==> images/route_heat.png <==
The die is cut into 13 by 26 equal tiles; dark blue is low, red is high, scaled to the fullest tile. Values are wire area over tile area, all layers added.
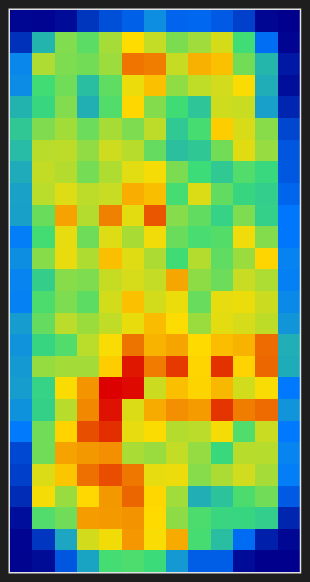
==> images/clock_wires.png <==
Scale bar: 100 µm.
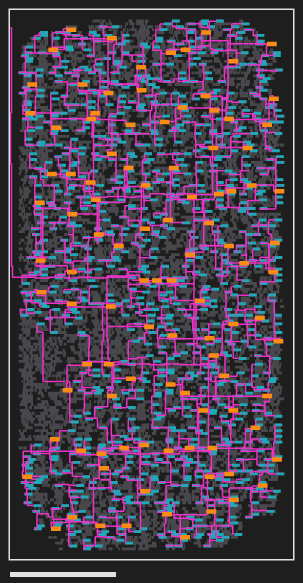
==> images/ff_map.png <==
Scale bar: 100 µm.
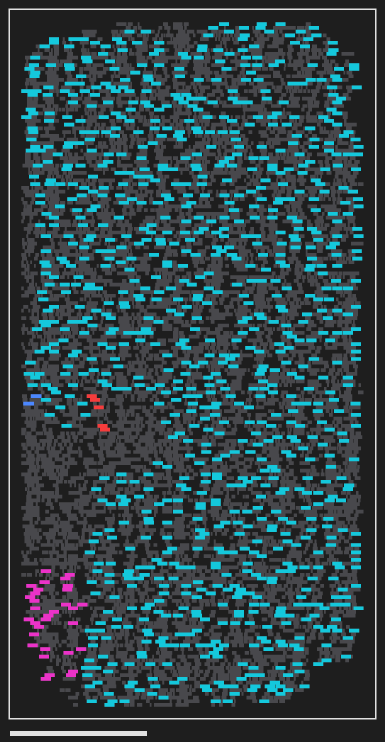
==> images/placed.png <==
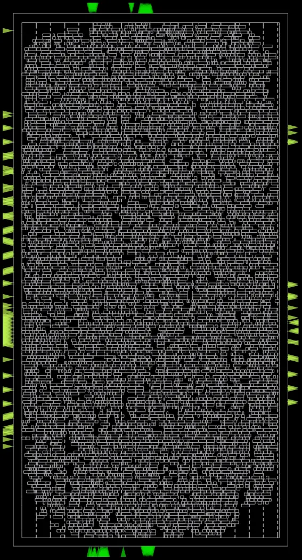
==> images/sizing.png <==
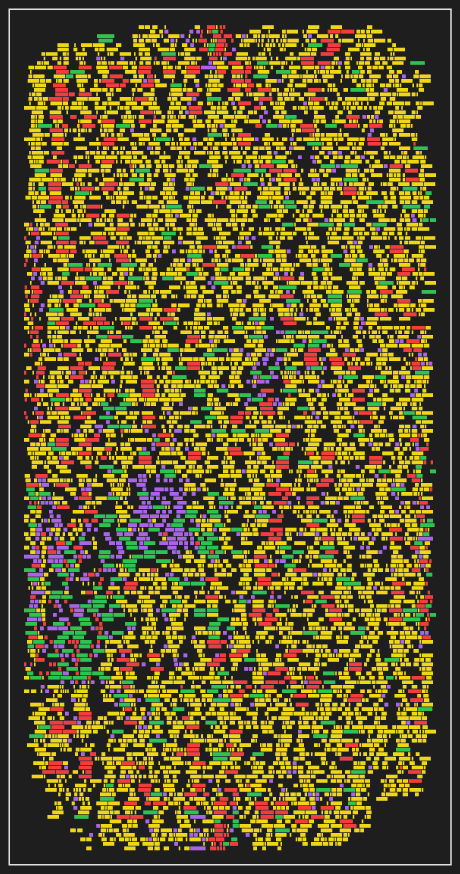
File: config.mk
export PLATFORM = sky130hd
export DESIGN_NAME = regfile_mp
export DESIGN_NICKNAME = d
export VERILOG_FILES = /design/src/rtl/regfile_pkg.sv /design/src/rtl/regfile_clr_seq.sv /design/src/rtl/regfile_mp.sv
export SDC_FILE = /design/constraint.sdc
export NUM_CORES = 2
export LEC_CHECK = 0
export CAP_MARGIN = 20
export CORE_ASPECT_RATIO = 2
export CORE_MARGIN = 8
export CORE_UTILIZATION = 52
export DETAILED_ROUTE_END_ITERATION = 8
export PLACE_DENSITY_LB_ADDON = 0.05
export SYNTH_ARGS = -nofsm -noshare
export SYNTH_HDL_FRONTEND = slang
export SYNTH_SLANG_ARGS = --single-unit
File: constraint.sdc
create_clock -name clk_i -period 2.97 [get_ports clk_i]
set_clock_uncertainty 0.1 [all_clocks]
set_input_delay 0.4455 -clock clk_i [delete_from_list [all_inputs] [get_ports clk_i]]
set_output_delay 0.4455 -clock clk_i [all_outputs]
set_load 0.01 [all_outputs]
File: src/rtl/regfile_pkg.sv
// regfile_pkg: shared widths and sweep-clear state encoding for the register file
package regfile_pkg;
  localparam int DATA_W_DEF = 32;
  localparam int ADDR_W_DEF = 5;
  typedef enum logic [1:0] {CLR_IDLE, CLR_SWEEP, CLR_DONE} clr_state_t;
endpackage

File: src/rtl/regfile_clr_seq.sv
// regfile_clr_seq: sweep-clear sequencer walking every register address once
//  clk_i          clock
//  rst_ni         synchronous active-low reset
//  clr_req_i      start a sweep, honoured only when idle
//  sweep_en_o     zero the register at sweep_addr_o this cycle
//  sweep_addr_o   register being cleared
//  clr_busy_o     sweep in progress
//  clr_done_o     single-cycle completion pulse
//  pend_clr_all_o wipe every pending bit at this edge
module regfile_clr_seq import regfile_pkg::*; #(
  parameter int ADDR_W = ADDR_W_DEF
) (
  input  logic              clk_i,
  input  logic              rst_ni,
  input  logic              clr_req_i,
  output logic              sweep_en_o,
  output logic [ADDR_W-1:0] sweep_addr_o,
  output logic              clr_busy_o,
  output logic              clr_done_o,
  output logic              pend_clr_all_o
);
  localparam logic [ADDR_W-1:0] LAST = {ADDR_W{1'b1}};
  clr_state_t state_q, state_d;
  logic [ADDR_W-1:0] cnt_q, cnt_d;
  always_comb begin
    state_d = (state_q == CLR_IDLE && clr_req_i) ? CLR_SWEEP :
              (state_q == CLR_SWEEP && cnt_q == LAST) ? CLR_DONE :
              (state_q == CLR_DONE) ? CLR_IDLE : state_q;
    cnt_d = (state_q == CLR_SWEEP && cnt_q != LAST) ? cnt_q + ADDR_W'(1) : '0;
  end
  always_ff @(posedge clk_i) begin
    if (!rst_ni) begin
      state_q <= CLR_IDLE;
      cnt_q   <= '0;
    end else begin
      state_q <= state_d;
      cnt_q   <= cnt_d;
    end
  end
  assign sweep_en_o     = state_q == CLR_SWEEP;
  assign sweep_addr_o   = cnt_q;
  assign clr_busy_o     = state_q == CLR_SWEEP;
  assign clr_done_o     = state_q == CLR_DONE;
  assign pend_clr_all_o = state_q == CLR_IDLE && clr_req_i;
endmodule

File: src/rtl/regfile_mp.sv
// regfile_mp: multi-port register file with write bypass, pending scoreboard and sweep clear
//  clk_i, rst_ni          clock, synchronous active-low reset
//  rd_addr_i / rd_data_o  NUM_RD packed async read ports
//  rd_pend_o              pending bit per read address
//  wa_* / wb_*            write ports A (ALU) and B (memory); B wins on collision
//  pend_set_i/pend_addr_i mark a register as awaiting a producer
//  clr_req_i              start a sweep clear
//  clr_busy_o/clr_done_o  sweep status and completion pulse
module regfile_mp import regfile_pkg::*; #(
  parameter int DATA_W   = DATA_W_DEF,
  parameter int ADDR_W   = ADDR_W_DEF,
  parameter int NUM_RD   = 2,
  parameter int ZERO_REG = 1,
  parameter int BYPASS   = 1
) (
  input  logic                     clk_i,
  input  logic                     rst_ni,
  input  logic [NUM_RD*ADDR_W-1:0] rd_addr_i,
  output logic [NUM_RD*DATA_W-1:0] rd_data_o,
  output logic [NUM_RD-1:0]        rd_pend_o,
  input  logic                     wa_en_i,
  input  logic [ADDR_W-1:0]        wa_addr_i,
  input  logic [DATA_W-1:0]        wa_data_i,
  input  logic                     wb_en_i,
  input  logic [ADDR_W-1:0]        wb_addr_i,
  input  logic [DATA_W-1:0]        wb_data_i,
  input  logic                     pend_set_i,
  input  logic [ADDR_W-1:0]        pend_addr_i,
  input  logic                     clr_req_i,
  output logic                     clr_busy_o,
  output logic                     clr_done_o
);
  localparam int DEPTH = 2**ADDR_W;
  logic [DATA_W-1:0] arr_q [DEPTH];
  logic [DATA_W-1:0] arr_d [DEPTH];
  logic [DEPTH-1:0]  pend_q, pend_d;
  logic              sweep_en, pend_clr_all, wa_acc, wb_acc, ps_acc;
  logic [ADDR_W-1:0] sweep_addr;
  regfile_clr_seq #(.ADDR_W(ADDR_W)) u_clr (
    .clk_i          (clk_i),
    .rst_ni         (rst_ni),
    .clr_req_i      (clr_req_i),
    .sweep_en_o     (sweep_en),
    .sweep_addr_o   (sweep_addr),
    .clr_busy_o     (clr_busy_o),
    .clr_done_o     (clr_done_o),
    .pend_clr_all_o (pend_clr_all)
  );
  // Writes and pend_set are dropped while sweeping; the caller stalls.
  assign wa_acc = wa_en_i && !clr_busy_o && !(ZERO_REG != 0 && wa_addr_i == '0);
  assign wb_acc = wb_en_i && !clr_busy_o && !(ZERO_REG != 0 && wb_addr_i == '0);
  assign ps_acc = pend_set_i && !clr_busy_o && !(ZERO_REG != 0 && pend_addr_i == '0);
  always_comb begin
    arr_d = arr_q;
    if (wa_acc) arr_d[wa_addr_i] = wa_data_i;
    if (wb_acc) arr_d[wb_addr_i] = wb_data_i;
    if (sweep_en) arr_d[sweep_addr] = '0;
    pend_d = pend_q;
    if (wa_acc) pend_d[wa_addr_i] = 1'b0;
    if (wb_acc) pend_d[wb_addr_i] = 1'b0;
    // A new producer claimed in the same cycle as a writeback keeps the bit set.
    if (ps_acc) pend_d[pend_addr_i] = 1'b1;
    if (pend_clr_all) pend_d = '0;
  end
  always_ff @(posedge clk_i) begin
    if (!rst_ni) begin
      arr_q  <= '{default: '0};
      pend_q <= '0;
    end else begin
      arr_q  <= arr_d;
      pend_q <= pend_d;
    end
  end
  for (genvar i = 0; i < NUM_RD; i++) begin : g_rd
    logic [ADDR_W-1:0] a;
    logic z, hb, ha;
    assign a  = rd_addr_i[i*ADDR_W +: ADDR_W];
    assign z  = ZERO_REG != 0 && a == '0;
    assign hb = BYPASS != 0 && wb_acc && wb_addr_i == a;
    assign ha = BYPASS != 0 && wa_acc && wa_addr_i == a;
    assign rd_data_o[i*DATA_W +: DATA_W] = z ? '0 : hb ? wb_data_i : ha ? wa_data_i : arr_q[a];
    assign rd_pend_o[i] = !z && !hb && !ha && pend_q[a];
  end
endmodule

==> results.json <==
{
  "outcome": "finished with violations",
  "violations": "setup timing",
  "fin_ws_ns": -0.5746,
  "num_rows": 184,
  "ant_nets": 0,
  "synth-adder-area-share_pct": 0.09562,
  "die_x_um": 266.8,
  "crit_chain": "nand2b_4 -> inv_4 -> a211o_4 -> buf_6 -> nor4_4 -> nand3b_1 -> buf_6 -> buf_12 -> buf_8 -> buf_8 -> o221ai_2 -> buf_2",
  "nets": 7044,
  "ys_sh_aoi_pct": 18.64,
  "yosys_warnings": 0,
  "nFillCells": 10400,
  "routed_via_density": 7.262,
  "layout-drive-gt1-share_pct": 22.17,
  "hpwl_um": 206200,
  "clk_path_buf_depth": 3,
  "cp-startpoint": "u_clr.state_q[1]$_SDFFE_PP0P_",
  "synthCells": 6896,
  "wire_per_inst_um": 36.22,
  "hold_buffers": 0,
  "crit_family": "buffers and inverters",
  "enable_flop_cells": 0,
  "yosys-top-cells-area": "dfxtp_1, mux2i_1, a211oi_1",
  "ys_chip_area_um2": 65430,
  "grt_max_degree": 66,
  "yosys_cells": 6896,
  "period_used_pct": 119.3,
  "hold_end": "u_clr.state_q[0]$_SDFFE_PN0P_",
  "cts-buffers-inserted": 103,
  "rr_worst_depth": 7,
  "syn_to_final_growth_pct": 18.45,
  "hp-class": "input pin to register",
  "synth_area_um2": 65430,
  "antenna_found_initial": 16,
  "cts_tree": "yes",
  "yosys_register_bits": 1063,
  "vdd_drop_max_mv": 0.5191,
  "slew_violations": 0,
  "drtPass1Iterations": 9,
  "ys_async_sr_fraction_pct": 0,
  "syn_nets": 6996,
  "cp_max_fo": 7,
  "overflow": 0,
  "clock_sinks": 1063,
  "grt_pass1_vias": 62130,
  "yosys.area.top_type": "dfxtp_1",
  "setup_viol": 66,
  "grtUsageTotal_pct": 44.09,
  "period_minus_slack_ns": 3.545,
  "initCoreUtil_pct": 52.24,
  "r2r-end": "arr_q[290]$_SDFF_PN0_",
  "timing.fmax_mhz": 282.1,
  "warning_count": 32,
  "drc": 0,
  "die_y_um": 517.6,
  "clk_pin_slew_ns": 0.07,
  "cts_root_buffer": "clkbuf_16",
  "grt_pass1_wl_um": 447700,
  "worst_setup_path_start_kind": "register",
  "hold_path.startpoint": "clr_req_i",
  "rr_startpoint": "u_clr.state_q[1]$_SDFFE_PP0P_",
  "r2r_slack_ns": 0.28,
  "holdWs_ns": 0.2508,
  "io_pins": 163,
  "hold-path-cell-count": 3,
  "tightest_slew_ns": 0.7705,
  "yosysTopAreaCellShare_pct": 32.53,
  "cap_violations": 0,
  "crit_required_ns": 2.42,
  "critical_path_buf_inv_count": 7,
  "path_class": "register to output port",
  "ys_sh_xor_pct": 0.2945,
  "synthDistinctLibCells": 59,
  "rsz0062_at_grt": "yes",
  "die-area_um2": 138100,
  "avgSynthCellArea_um2": 9.488,
  "arrival_ns": 3.00,
  "ys_sh_simple_pct": 9.277,
  "placed_cells": 8489,
  "cp-end-kind": "output port",
  "finalHoldViolCount": 0,
  "powerDensity_nw_per_um2": 443.9,
  "place_congestion": 0.9616,
  "netlist_top_cells_count": "mux2i_1, nor2_1, dfxtp_1",
  "synthFlopType": "dfxtp_1",
  "post-synth-top-count-cell": "mux2i_1",
  "max_stage_delay_ns": 0.33,
  "leakage_nw": 31.25,
  "relSlewSlack_pct": 48.63,
  "synthMuxAreaShare_pct": 32.76,
  "ys_seq_share_pct": 32.53,
  "synthTopLogicFamily": "multiplexers",
  "crit_slowest_cell": "a211o_4",
  "port_buffers": 162,
  "cts_htree_levels": 3,
  "drtIter0Drc": 8268
}
## Picture notes: route_heat.png
tiles over half the peak	69%
fullest tile	0.75
nearly empty tiles	3.0%
mean over tiles	0.42
Post-Route WL: 315600 µm
via count: 63270

## Picture notes: clock_wires.png
[clock wires] magenta | length: 15100 µm
[flip-flops] cyan | count: 1063
[clock-net drivers] orange | count: 103
flops lie	all over the die
Power Clock: 0.0146 W
clk ins delay skew pair: 0.75 ns
clock network power share: 42.6%

## Picture notes: ff_map.png
netlist name	color	sequential cells
u_clr.sweep_addr_o	red	5
pend_q	magenta	32
u_clr.state_q	blue	2
arr_q	cyan	1024
Seq. pwr: 0.0146 W
FF+latch area: 21280 µm²

## Picture notes: placed.png
Tap Count: 1674
Core Util, Final: 61.88%
core region area: 125200 µm²
Post-Layout Cell Count: 8713

## Picture notes: sizing.png
size	color	cells	share
x1 and smaller	yellow	5469	78%
x3 and x4	purple	575	8.2%
x2	red	612	8.7%
x6 and larger	green	371	5.3%
bufs w/o clock: 862
PnR worst setup slack: -0.5746 ns

## per-stage QoR
step	total power, W	util (%)	TNS [ns]	setup WS [ns]	instance area (µm²)
after detailed placement	0.01979	58.37	-84.90	-1.123	73100
final	0.03440	61.88	-29.02	-0.5746	77500
after CTS	0.03411	61.61	-23.11	-0.5474	77160
after global placement	0.01973	58.37	-76.71	-1.142	73100
after global routing	0.03498	61.86	-32.83	-0.6116	77470
after floorplan	0.01733	-	0	0.2515	65430
## cells in the final DEF, fill, tap and decap left out, types with 9 or more instances in the layout
master	count
a211oi_1	977
a211oi_2	19
a21oi_1	137
a221oi_1	64
a22o_1	61
a31oi_1	63
a32oi_1	23
and2_1	37
buf_12	184
buf_2	58
buf_4	488
buf_6	32
buf_8	10
bufinv_16	13
clkbuf_1	14
clkbuf_16	107
clkbuf_8	18
clkdlybuf4s50_1	83
clkinv_2	21
dfxtp_1	1060
diode_2	12
inv_1	41
mux2_2	63
mux2i_1	1336
mux4_2	326
nand2_1	160
nand2_2	42
nand3_1	19
nand3b_1	14
nor2_1	1067
nor2_4	13
nor2b_1	9
nor3_1	42
o21ai_0	64
o21ai_4	31
o221ai_1	125
o221ai_2	57
xnor2_1	17
## sequential cells by signal, indices dropped and copies added (netlist names)
register	flops
pend_q	32
u_clr.state_q	2
arr_q	1024
u_clr.sweep_addr_o	5
## power breakdown
part | internal [W] | leakage (nW) | switching [W]
registers | 0.0145 | 8.58 | 0.000159
clock network | 0.00818 | 1.77 | 0.00647
logic | 0.00186 | 20.9 | 0.00328
total | 0.0245 | 31.2 | 0.00991
## worst min-delay path, cell delays in order
cell	delay [ns]
clkdlybuf4s50_1	0.40
nand2b_1	0.11
a221oi_1	0.09
## per-layer routing
layer / part of all wire (%) / global-route usage (%) / vias to the layer above
met5: 0.074 / 0.3199 / -
met4: 9.7 / 34.23 / 12
met3: 13 / 15.77 / 1620
met2: 42 / 64.59 / 4851
met1: 35 / 51.96 / 30710
li1: - / - / 26080
## cell families after synthesis
family                   count (synthesis)
multiplexers                          1726
AND-OR/OR-AND                         1643
AND/OR/NAND/NOR                       1474
flip-flops                            1063
buffers and inverters                  963
XOR/XNOR                                22
adder cells (fa/ha/maj)                  5
## worst max-delay path by stage
stage,to,slack [ns],cells after the start
finish,rd_data_o[51],-0.57,12
global placement,rd_data_o[40],-1.14,9
CTS,rd_data_o[51],-0.55,12
global route,rd_data_o[39],-0.61,12
detailed placement,rd_data_o[37],-1.12,9
floorplan,rd_pend_o[0],0.25,8
## final cells by class
type	count	area (µm²)	share of cell area (%)
flip-flops and latches	1063	21280	27.46
clock inverters	49	635.6	0.8202
multi-input cells	4870	41190	53.15
repair buffers	862	9117	11.76
well taps	1674	2095	2.703
inverters	44	167.7	0.2163
clock buffers	139	2978	3.842
diodes	12	30.03	0.03875
## repair_timing
item,4_1_cts,5_1_grt
setup buffers,14,10
gates resized,372,48
pin swaps,11,9
cloned,4,0
setup endpoints to repair,66,66
No activity file was given, so power comes from the tool's default toggle rates.
